$ cat config.mk
export PLATFORM = sky130hd
export DESIGN_NAME = sram_req_bridge
export DESIGN_NICKNAME = d
export VERILOG_FILES = /design/src/rtl/sram_req_bridge.sv
export SDC_FILE = /design/constraint.sdc
export NUM_CORES = 1
export LEC_CHECK = 0
export ABC_AREA = 0
export CAP_MARGIN = 20
export CORE_MARGIN = 10
export CORE_UTILIZATION = 44
export DETAILED_ROUTE_END_ITERATION = 8
export PLACE_DENSITY = 0.8
export SLEW_MARGIN = 15
export SYNTH_ARGS = -nofsm -noshare
export SYNTH_HDL_FRONTEND = slang
export SYNTH_SLANG_ARGS = --single-unit
$ cat constraint.sdc
create_clock -name CLK -period 5 [get_ports CLK]
set_input_delay 0.75 -clock CLK [delete_from_list [all_inputs] [get_ports CLK]]
set_output_delay 0.75 -clock CLK [all_outputs]
set_load 0.01 [all_outputs]
$ cat src/rtl/sram_req_bridge.sv
// Request/grant to active-low single-port SRAM bridge with an in-order response FIFO.
// Optional macro SRAM_REQ_BRIDGE_WR_RESP_EN: every granted write also returns a response.
module sram_req_bridge #(
    parameter int ADDR_WIDTH = 13,
    parameter int DATA_WIDTH = 32,
    parameter int RESP_DEPTH = 2
) (
    input  logic                    CLK,
    input  logic                    RST,
    input  logic                    req_i,
    output logic                    gnt_o,
    input  logic                    we_i,
    input  logic [DATA_WIDTH/8-1:0] be_i,
    input  logic [31:0]             addr_i,
    input  logic [DATA_WIDTH-1:0]   wdata_i,
    output logic                    rvalid_o,
    input  logic                    rready_i,
    output logic [DATA_WIDTH-1:0]   rdata_o,
    output logic                    err_o,
    output logic                    sram_cen_o,
    output logic                    sram_gwen_o,
    output logic [DATA_WIDTH/8-1:0] sram_ben_o,
    output logic [ADDR_WIDTH-1:0]   sram_a_o,
    output logic [DATA_WIDTH-1:0]   sram_d_o,
    input  logic [DATA_WIDTH-1:0]   sram_q_i
);

    localparam int BE_W  = DATA_WIDTH / 8;
    localparam int PTR_W = (RESP_DEPTH > 2) ? $clog2(RESP_DEPTH) : 1;
    localparam int CNT_W = $clog2(RESP_DEPTH + 1) + 1;

    function automatic logic [PTR_W-1:0] ptr_inc(input logic [PTR_W-1:0] p);
        return (p == PTR_W'(RESP_DEPTH - 1)) ? {PTR_W{1'b0}} : p + PTR_W'(1);
    endfunction

    logic [ADDR_WIDTH-1:0] a_q, a_d;
    logic [DATA_WIDTH-1:0] d_q, d_d;
    logic                  inflight_q, inflight_d;
    logic                  inflight_err_q, inflight_err_d;
    logic                  inflight_wr_q, inflight_wr_d;
    logic [DATA_WIDTH-1:0] mem_data_q [RESP_DEPTH];
    logic [DATA_WIDTH-1:0] mem_data_d [RESP_DEPTH];
    logic                  mem_err_q  [RESP_DEPTH];
    logic                  mem_err_d  [RESP_DEPTH];
    logic [PTR_W-1:0]      wr_ptr_q, wr_ptr_d, rd_ptr_q, rd_ptr_d;
    logic [CNT_W-1:0]      count_q, count_d;

    logic [ADDR_WIDTH-1:0] word_s;
    logic                  in_range_s, pop_s, gnt_s;
    logic [CNT_W-1:0]      occ_s;
    logic [DATA_WIDTH-1:0] push_data_s;
    logic                  unused_addr_s;

    assign word_s        = addr_i[ADDR_WIDTH+1:2];
    assign in_range_s    = (addr_i[31:ADDR_WIDTH+2] == {(30-ADDR_WIDTH){1'b0}});
    assign unused_addr_s = ^addr_i[1:0];

    assign rvalid_o = (count_q != {CNT_W{1'b0}});
    assign rdata_o  = mem_data_q[rd_ptr_q];
    assign err_o    = mem_err_q[rd_ptr_q];
    assign pop_s    = rvalid_o & rready_i;
    // A slot freed by this cycle's pop may be reused by this cycle's grant.
    assign occ_s    = count_q + CNT_W'(inflight_q);
    assign gnt_s    = req_i & ~RST & ((occ_s - CNT_W'(pop_s)) < CNT_W'(RESP_DEPTH));
    assign gnt_o    = gnt_s;

    // SRAM pin drive in the grant cycle; address and data hold while idle.
    always_comb begin
        sram_cen_o  = 1'b1;
        sram_gwen_o = 1'b1;
        sram_ben_o  = {BE_W{1'b1}};
        a_d         = a_q;
        d_d         = d_q;
        if (gnt_s && in_range_s) begin
            if (!we_i) begin
                sram_cen_o = 1'b0;
                a_d        = word_s;
            end else if (be_i != {BE_W{1'b0}}) begin
                sram_cen_o  = 1'b0;
                sram_gwen_o = 1'b0;
                sram_ben_o  = ~be_i;
                a_d         = word_s;
                d_d         = wdata_i;
            end else begin
                a_d = a_q;
            end
        end else begin
            a_d = a_q;
        end
        sram_a_o = a_d;
        sram_d_o = d_d;
    end

    // Inflight tracking and response FIFO next state.
    always_comb begin
`ifdef SRAM_REQ_BRIDGE_WR_RESP_EN
        inflight_d = gnt_s;
`else
        inflight_d = gnt_s & ~we_i;
`endif
        inflight_err_d = ~in_range_s;
        inflight_wr_d  = we_i;
        push_data_s    = (inflight_err_q || inflight_wr_q) ? {DATA_WIDTH{1'b0}} : sram_q_i;
        mem_data_d     = mem_data_q;
        mem_err_d      = mem_err_q;
        if (inflight_q) begin
            mem_data_d[wr_ptr_q] = push_data_s;
            mem_err_d[wr_ptr_q]  = inflight_err_q;
            wr_ptr_d             = ptr_inc(wr_ptr_q);
        end else begin
            wr_ptr_d = wr_ptr_q;
        end
        if (pop_s) begin
            rd_ptr_d = ptr_inc(rd_ptr_q);
        end else begin
            rd_ptr_d = rd_ptr_q;
        end
        count_d = count_q + CNT_W'(inflight_q) - CNT_W'(pop_s);
    end

    // State registers; reset drops every buffered and inflight response.
    always_ff @(posedge CLK or posedge RST) begin
        if (RST) begin
            a_q            <= {ADDR_WIDTH{1'b0}};
            d_q            <= {DATA_WIDTH{1'b0}};
            inflight_q     <= 1'b0;
            inflight_err_q <= 1'b0;
            inflight_wr_q  <= 1'b0;
            wr_ptr_q       <= {PTR_W{1'b0}};
            rd_ptr_q       <= {PTR_W{1'b0}};
            count_q        <= {CNT_W{1'b0}};
            for (int i = 0; i < RESP_DEPTH; i++) begin
                mem_data_q[i] <= {DATA_WIDTH{1'b0}};
                mem_err_q[i]  <= 1'b0;
            end
        end else begin
            a_q            <= a_d;
            d_q            <= d_d;
            inflight_q     <= inflight_d;
            inflight_err_q <= inflight_err_d;
            inflight_wr_q  <= inflight_wr_d;
            wr_ptr_q       <= wr_ptr_d;
            rd_ptr_q       <= rd_ptr_d;
            count_q        <= count_d;
            mem_data_q     <= mem_data_d;
            mem_err_q      <= mem_err_d;
        end
    end

endmodule
==> run_1/closeup.png <==
Window x 48 to 78, y 74 to 104 um. Cells in grey, sequential cells in the stronger grey; small squares are vias.
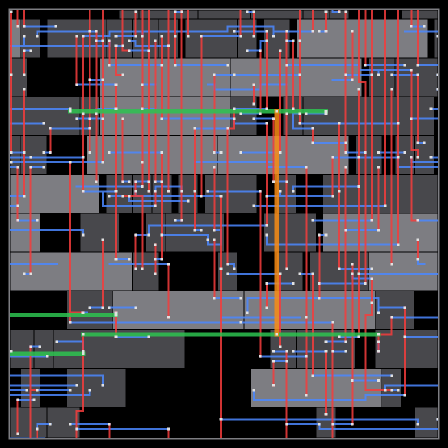
M1: marked blue. M3: marked green. M2: marked red. M4: marked orange.
Most frequent: nand2_1 (15), dfrtp_1 (13), o21ai_0 (12). Netlist names of flops here include mem_data_q (12), rd_ptr_q (1). Sequential cells in the window: 13. 61 logic cells have their middle in the window.

==> run_1/congestion_map.png <==
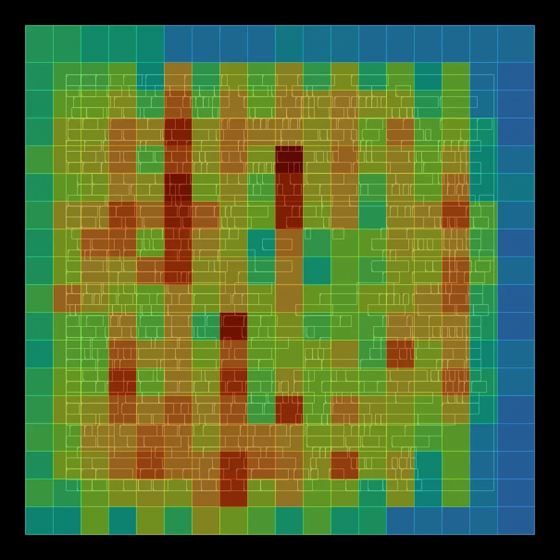
met1 Use GR: 19.72%
final core utilization: 70.24%
total track usage: 19.21%
met2 global-route usage: 32.50%

==> run_1/m1.png <==
(3 px per um) Supply wires on this layer in grey.
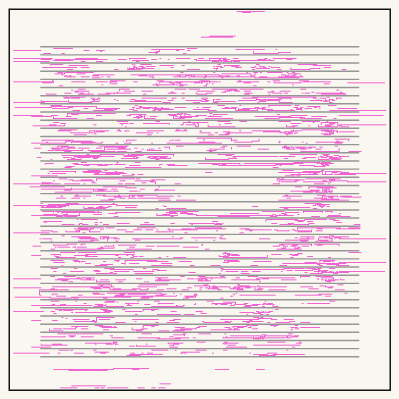
The longest straight run is 29.4 um. The layer carries 5560 um of wire. 664 nets have wire on it.
routed wire length: 15360 um
DR vias: 3955

==> run_1/gates.png <==
(4 px per um)
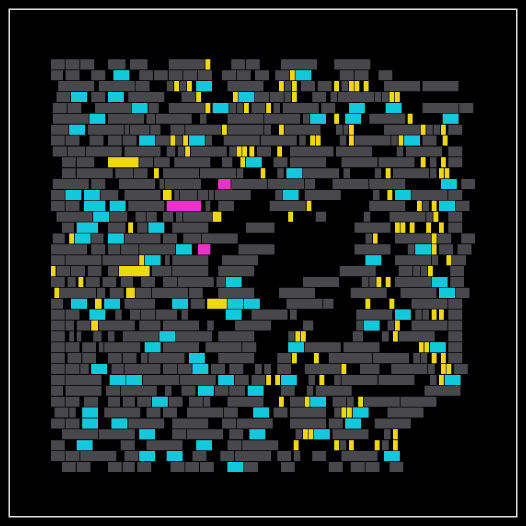
xor and xnor cells: marked magenta, cells 3, most used xor2_1. mux cells: marked cyan, cells 80, most used mux2_2, where widely spread. nand cells: marked yellow, cells 111, most used nand2_1.
most numerous logic cell after layout: clkdlybuf4s50_1
fin cells: 779

==> out/metrics.yaml, run 1 <==
place_area_um2: 6984
yosysMostFrequentCell: "dfrtp_1"
post_cts_resized: 37
wl_met3_um: 1831
nets: 735
final_area_um2: 7715
yosys_area_um2: 4989
drv_slew: 0
ys_warn_count: 0
clk_pin_slew_ps: 60
fp.coreArea_um2: 10980
post-dp-hpwl_um: 10980
top_cell_area_share_pct: 59.69
wl_met1_um: 5562
chip_area_um2: 16000
cpLargestDelayFamily: "simple AND/OR/NAND/NOR gates"
area_leaders: "dfrtp_1, mux2_2, nand2_1, o21ai_0, clkbuf_1"
intPower_w: 0.002772
gp_congestion: 0.7922
pwr-share-seq_pct: 36.6
avgRoutedWirePerCell_um: 19.72
cp_max_fo: 5
top_cells_by_count: "dfrtp_1, nand2_1, mux2_2"
die_h_um: 126.5
hp-start: "mem_data_q[49]"
p_total_w: 0.003888
hold_depth: 2
via_per_inst: 5.077
yosysTopAreaCell: "dfrtp_1"
finalCritPeriodShare_pct: 96.22
xor_share_pct: 0.8277
grt_max_degree: 78
top_register: "mem_data_q"
clockBufferDepth: 2
numCtsBuffers: 17
drt-pass1-iter-count: 4
crit_start: "count_q[1]"
ys_ff: 119
yosys-stat-cells: 427
crit_type: "flip-flop to output pin"
power_switching_w: 0.001116
status: "completed"
drv_cap: 0
pwr-share-comb_pct: 33.1
min_to: "mem_data_q[49]"
grt_pass1_vias: 4380
ff_type: "dfrtp_1"
adder_share_pct: 0.9029
mux_share_pct: 18.06
yosys.area_share.simple_pct: 11.16
setup_viol_count_final: 0
insertion_delay_ps: 400
root_buffer: "clkbuf_16"
synth-edff-count: 0
ant_nets: 0
syn_avg_cell_area_um2: 11.68
syn_area_um2: 4989
cts-htree-levels: 4
hold_buffers: 0
slowest_stage: "or3_4"
critical_path_arrival_ps: 4060
diodes: 0
irDropWorstVdd_v: 0.0002750
clkPwrFrac_pct: 30.2
largest_reg_flops: 64
antenna_found_initial: 0
drc: 0
logic_family: "multiplexers"
pre_cts_slack_ps: -60.29
drtIter0Drc: 252
==> run 1: cell usage in the layout, fill, tap and decap left out, types with 2 or more instances in the layout <==
master,synthesis,layout
clkdlybuf4s15_1,0,16
clkinvlp_4,0,3
bufinv_16,0,2
nand3_1,2,2
buf_8,0,2
dfrtp_1,119,119
nor2_1,5,4
clkbuf_2,0,5
and3_1,2,2
nand4_4,1,2
dlymetal6s2s_1,0,10
dlygate4sd2_1,0,11
ha_1,2,2
xor2_1,2,2
nand2_1,104,103
inv_1,6,4
buf_4,0,11
o21ai_0,64,64
clkbuf_8,0,3
or3_4,1,2
clkbuf_1,19,2
mux2_2,79,77
clkinv_2,0,5
buf_6,4,2
mux2_4,0,2
clkbuf_16,0,18
nor4_1,3,3
clkdlybuf4s50_1,0,146
==> run 1: per-layer routing <==
layer	vias to the layer above	track usage (%)
met2	157	32.50
met4	0	5.157
met1	1935	19.72
li1	1855	-
met5	-	0
met3	8	11.50
==> run 1: layout make-up <==
class	instances	area, um2
fill	808	3268
sequential	119	2978
timing repair buffer	205	2048
multi-input combinational	278	1911
clock buffer	22	474.2
tap	140	175.2
clock inverter	9	100.1
inverter	6	28.78
==> run 1: power groups by stage <==
| stage | Clock, W | Sequential, W | Combinational (W) |
|---|---|---|---|
| 2_1_floorplan | 0 | 0.00136 | 0.000684 |
| 3_3_place_gp | 0 | 0.00141 | 0.00124 |
| 5_1_grt | 0.00124 | 0.00146 | 0.00142 |
| 3_5_place_dp | 0 | 0.00144 | 0.00128 |
| 4_1_cts | 0.00119 | 0.00143 | 0.00129 |
| 6_report | 0.00118 | 0.00142 | 0.00129 |
==> run_1/layers.png <==
(3 px per um) Only two layers are drawn.
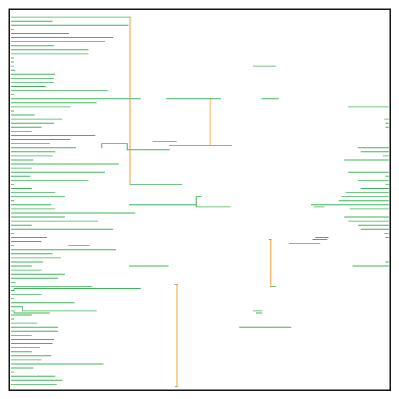

==> run 2: changes to the inputs <==
--- a/config.mk
+++ b/config.mk
@@ -7,9 +7,10 @@
 export LEC_CHECK = 0
 export ABC_AREA = 0
 export CAP_MARGIN = 20
-export CORE_MARGIN = 10
+export CORE_MARGIN = 1
 export CORE_UTILIZATION = 44
 export DETAILED_ROUTE_END_ITERATION = 8
+export GPL_TIMING_DRIVEN = 0
 export PLACE_DENSITY = 0.8
 export SLEW_MARGIN = 15
 export SYNTH_ARGS = -nofsm -noshare
==> run_2/layers.png <==
(3 px per um) Only two layers are drawn.
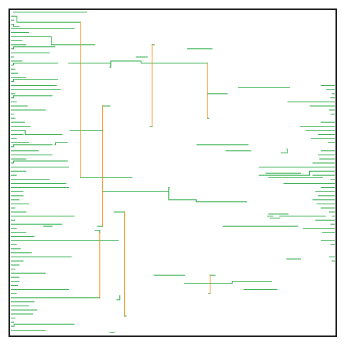
M3: marked green, wire length 1310 um. M4: marked orange, wire length 200 um.
wire length per cell: 16.87 um
routed wire length: 13380 um
total track usage: 24.15%
DR vias: 4034

==> run_2/m1.png <==
(3 px per um) Supply wires on this layer in grey.
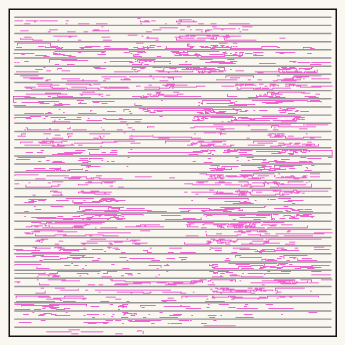
The layer carries 5040 um of wire. The layer holds 38% of the routed length.
met1 Use GR: 26.08%

==> run_2/congestion_map.png <==
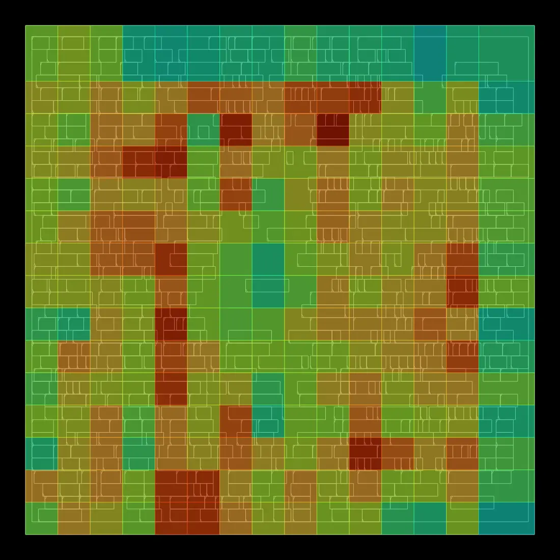
global route hottest layer: met2
met2 global-route usage: 42.54%
final core utilization: 70.60%

==> out/metrics.yaml, run 2 <==
antenna_found_initial: 0
hold_buffers: 0
ant_nets: 0
seqCellArea_um2: 2978
pwr-share-comb_pct: 33.7
p_total_w: 0.003885
drt-pass1-iter-count: 4
sh_seq_area_pct: 38.57
syn_area_um2: 4989
clockNetworkAreaShare_pct: 7.504
pwr-share-seq_pct: 35.6
comb_area_um2: 1867
insertion_delay_ps: 410
post-dp-hpwl_um: 9620
finalCritPeriodShare_pct: 96.80
swShare_pct: 28.27
diodes: 0
root_buffer: "clkbuf_16"
numCtsBuffers: 17
top_cell_area_share_pct: 59.69
crit_start: "count_q[2]"
setup_viol_count_final: 0
ys_ff: 119
intPower_w: 0.002787
hold_depth: 2
irDropWorstVdd_v: 0.0002662
buf_share_pct: 27.12
fillers: 806
area_leaders: "dfrtp_1, mux2_2, nand2_1, o21ai_0, clkbuf_1"
top_register: "mem_data_q"
taps: 140
via_per_inst: 5.087
grt_max_degree: 72
chip_area_um2: 11770
largest_reg_flops: 64
crit_type: "flip-flop to output pin"
drc: 0
hp-start: "mem_data_q[20]"
cts-htree-levels: 4
p_clk_w: 0.00119
critical_path_arrival_ps: 4090
pre_cts_slack_ps: -179.6
maxPowerGroup: "registers"
p_seq_w: 0.00138
grt_pass1_vias: 4440
cp_max_fo: 10
clk_pin_slew_ps: 50
power_switching_w: 0.001098
relSlewSlack_pct: 58.50
yosysMostFrequentCell: "dfrtp_1"
clkPwrFrac_pct: 30.7
area_dominant_class: "registers"
syn_avg_cell_area_um2: 11.68
drv_slew: 0
lay_top_count: "clkdlybuf4s50_1"
ys_warn_count: 0
drv_cap: 0
synth-edff-count: 0
top_cells_by_count: "dfrtp_1, nand2_1, mux2_2"
clkbuf_count: 21
fp.coreArea_um2: 10940
p_comb_w: 0.00131
status: "completed"
min_to: "mem_data_q[20]"
gp_congestion: 0.7562
layout_top_cells: "clkdlybuf4s50_1, dfrtp_1, nand2_1"
yosys-stat-cells: 427
die_h_um: 108.5
nets: 749
[run 2: cell types whose count changed in the layout (fill, tap and decap cells not counted), moves of 3 or more]
| cell | before | now |
|---|---|---|
| clkbuf_2 | 5 | 0 |
| clkdlybuf4s15_1 | 16 | 0 |
| dlymetal6s2s_1 | 10 | 16 |
| clkinvlp_4 | 3 | 0 |
| clkdlybuf4s50_1 | 146 | 149 |
| buf_4 | 11 | 6 |
| dlygate4sd2_1 | 11 | 23 |
| clkbuf_1 | 2 | 22 |
[run 2: timing repair]
item	in CTS	in global routing
pin swaps	1	0
setup buffers	4	2
setup endpoints to repair	42	19
gates resized	23	19
[run 2: stage by stage]
stage               instances  setup TNS [ps]  hold WS, ps  area [um2]
CTS                       791               0        477.6        7659
floorplan                 427               0        444.4        4989
global route              793          -4.913        501.0        7720
detailed placement        756           -4758        465.2        7078
global placement          755          -60860        456.0        7046
finish                    793               0        473.9        7720
[run 2: critical path, delay by kind of cell, from the launching register on]
| kind | cells | cell delay, ps |
|---|---|---|
| flip-flops | 1 | 370 |
| buffers and inverters | 5 | 930 |
| XOR/XNOR | 1 | 210 |
| AND/OR/NAND/NOR | 4 | 1180 |
| adder cells (fa/ha/maj) | 3 | 760 |
| multiplexers | 1 | 230 |
[run 2: cells by family (layout without fill, tap and decap cells)]
kind of cell	Yosys count	count (layout)	synth area share [%]
XOR/XNOR	3	3	0.8277
AND/OR/NAND/NOR	127	127	11.16
buffers and inverters	31	257	2.935
AND-OR/OR-AND	64	64	6.421
flip-flops	119	119	59.69
adder cells (fa/ha/maj)	3	3	0.9029
multiplexers	80	80	18.06
[run 2: layer usage]
metal  up-vias  wire (um)  track usage (%)
met5         -          0                0
met4         0        199            8.108
met3        17       1309            9.946
met2       184       6824            42.54
met1      1956       5040            26.08
li1       1877          -                -
Power figures rest on the tool's default switching activity, not on a simulated workload.
